## src/rtl/rom_arbiter.sv

```systemverilog
// Two-port read arbiter in front of the synchronous 1Kx8 program ROM; routes each
// one-cycle-latency return to its requester. Define ROM_ARB_ROUND_ROBIN_EN for round-robin.
//
// pending tag | meaning
// TAG_NONE    | no read issued last cycle, nothing returns now
// TAG_P0      | port 0 was granted last cycle, rom_data belongs to port 0
// TAG_P1      | port 1 was granted last cycle, rom_data belongs to port 1
module rom_arbiter #(
    parameter int unsigned STARVE_LIMIT = 8
) (
    input  logic       clk,
    input  logic       reset_n,
    input  logic       req0,
    input  logic [9:0] addr0,
    output logic       ack0,
    output logic       valid0,
    output logic [7:0] data0,
    input  logic       req1,
    input  logic [9:0] addr1,
    output logic       ack1,
    output logic       valid1,
    output logic [7:0] data1,
    output logic [9:0] rom_address,
    input  logic [7:0] rom_data
);

    typedef enum logic [1:0] {
        TAG_NONE = 2'b00,
        TAG_P0   = 2'b01,
        TAG_P1   = 2'b10
    } tag_t;

    tag_t       tag_q;
    tag_t       tag_d;
    logic       grant0;
    logic       grant1;
    logic [9:0] addr_q;
    logic [7:0] hold0_q;
    logic [7:0] hold1_q;

`ifdef ROM_ARB_ROUND_ROBIN_EN
    logic last_p1_q;

    // On a tie the port that did not win most recently takes the ROM.
    always_comb begin
        grant0 = req0 && (!req1 || last_p1_q);
        grant1 = req1 && (!req0 || !last_p1_q);
    end

    always_ff @(posedge clk or negedge reset_n) begin
        if (!reset_n) begin
            last_p1_q <= 1'b1;
        end else if (ack0) begin
            last_p1_q <= 1'b0;
        end else if (ack1) begin
            last_p1_q <= 1'b1;
        end
    end
`else
    localparam logic [7:0] LIMIT = 8'(STARVE_LIMIT);

    logic [7:0] starve_q;
    logic       starve_hit;

    // Port 0 normally wins; a saturated starvation count hands port 1 the ROM.
    always_comb begin
        starve_hit = (starve_q == LIMIT);
        grant1     = req1 && (!req0 || starve_hit);
        grant0     = req0 && !grant1;
    end

    always_ff @(posedge clk or negedge reset_n) begin
        if (!reset_n) begin
            starve_q <= 8'd0;
        end else if (!req1 || ack1) begin
            starve_q <= 8'd0;
        end else if (!starve_hit) begin
            starve_q <= starve_q + 8'd1;
        end
    end
`endif

    // Acks are forced low while reset is held, even with requests pending.
    always_comb begin
        ack0 = grant0 && reset_n;
        ack1 = grant1 && reset_n;
    end

    always_comb begin
        if (ack0) begin
            rom_address = addr0;
        end else if (ack1) begin
            rom_address = addr1;
        end else begin
            rom_address = addr_q;
        end
    end

    always_ff @(posedge clk or negedge reset_n) begin
        if (!reset_n) begin
            addr_q <= 10'd0;
        end else if (ack0 || ack1) begin
            addr_q <= rom_address;
        end
    end

    // Pending-tag FSM: state register
    always_ff @(posedge clk or negedge reset_n) begin
        if (!reset_n) begin
            tag_q <= TAG_NONE;
        end else begin
            tag_q <= tag_d;
        end
    end

    // Pending-tag FSM: next state
    always_comb begin
        tag_d = TAG_NONE;
        if (ack0) begin
            tag_d = TAG_P0;
        end else if (ack1) begin
            tag_d = TAG_P1;
        end
    end

    // Pending-tag FSM: outputs
    always_comb begin
        valid0 = (tag_q == TAG_P0);
        valid1 = (tag_q == TAG_P1);
        data0  = valid0 ? rom_data : hold0_q;
        data1  = valid1 ? rom_data : hold1_q;
    end

    always_ff @(posedge clk or negedge reset_n) begin
        if (!reset_n) begin
            hold0_q <= 8'd0;
            hold1_q <= 8'd0;
        end else begin
            if (tag_q == TAG_P0) begin
                hold0_q <= rom_data;
            end
            if (tag_q == TAG_P1) begin
                hold1_q <= rom_data;
            end
        end
    end

endmodule
```

## config.mk

```make
export PLATFORM = sky130hd
export DESIGN_NAME = rom_arbiter
export DESIGN_NICKNAME = d
export VERILOG_FILES = /design/src/rtl/rom_arbiter.sv
export SDC_FILE = /design/constraint.sdc
export NUM_CORES = 1
export LEC_CHECK = 0
export ABC_AREA = 1
export CAP_MARGIN = 20
export CORE_MARGIN = 3
export CORE_UTILIZATION = 40
export DETAILED_ROUTE_END_ITERATION = 7
export PLACE_DENSITY_LB_ADDON = 0.05
export SKIP_LAST_GASP = 1
export SYNTH_ARGS = -nofsm -noshare
export SYNTH_HDL_FRONTEND = slang
export SYNTH_SLANG_ARGS = --single-unit
```

## constraint.sdc

```tcl
create_clock -name clk -period 2.05 [get_ports clk]
set_input_delay 0.3075 -clock clk [delete_from_list [all_inputs] [get_ports clk]]
set_output_delay 0.3075 -clock clk [all_outputs]
set_load 0.03 [all_outputs]
```

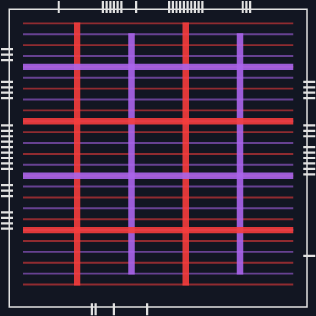
**Above:** supply network.
(4 px per um) Pins as bars on the die edge.
legend:
  red:
    net: VSS
  purple:
    net: VDD
rows: 24
met4 straps: 4
Core ar.: 4414 um^2
die height: 74.06 um
peak supply drop: 297.0 uV
Die W: 74.06 um

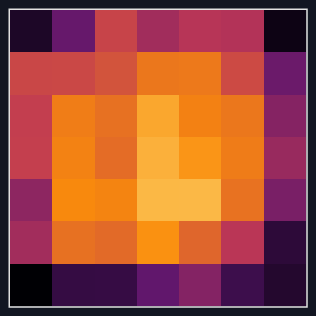
**Above:** local utilization.
(4 px per um) 7 x 7 tiles, from black (low) to pale yellow (high), 0 to 100% covered.
densest ninth of the die: middle
tiles over 75% full: 12%
fullest tile: 85%
nearly empty tiles: 2.0%
emptiest ninth of the die: bottom right
Util after Layout: 64.37%
Initial Utilization: 41.98%

==> summary.txt <==
run results: status=complete, but fails checks, failing checks=negative setup slack, post-DP HPWL=2861 um, Seq power=0.000837 W, Yosys top cell by area=dfrtp_1, min-delay worst type=in2async, cell depth of the worst flop-to-flop path=11, number of cells in Yosys stat=around 220, n_taps=52, total die size=5485 um^2, count leader, synth=nand2_1, mi-comb count=about 140, initial DRC count=74, max frequency=463.2 MHz, Main power group=sequential cells, Post-DP Area=about 2500 um^2, Nets=338, Yosys top cell area share=roughly half, clock root buffer=clkbuf_8, RSZ-0062 raised after global routing=yes, Final clock-cell share=about 3.2%, AO/OA Area Share=about 6.7%, PnR worst setup slack=-108.8 ps, bufs w/o clock=85, largest net degree at the start of global routing=28, max layer used=met4, Avg Cell Area, Syn=8.461 um^2, hold buffers post-CTS=1, final tally of setup violations=11, XORs/XNORs by Area=1.891%, Most flops, register=addr_q, critical path's slowest cell=dfrtp_1, number of enable flip-flop cells=0, clock-pin slew on the worst setup and hold paths=around 70 ps
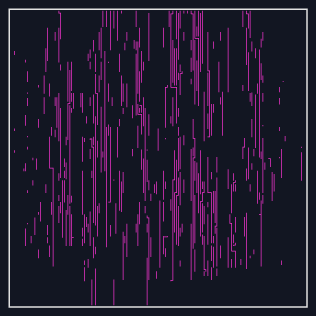
**Above:** the metal 2 layer.
(4 px per um)
longest straight run: 29.9 um
wire length on this layer: 1980 um
main direction: vertical
GRT met2 Usage: 26.38%
routed wire length: 4142 um
DR vias: 1617

Power and IR drop assume default switching activity.
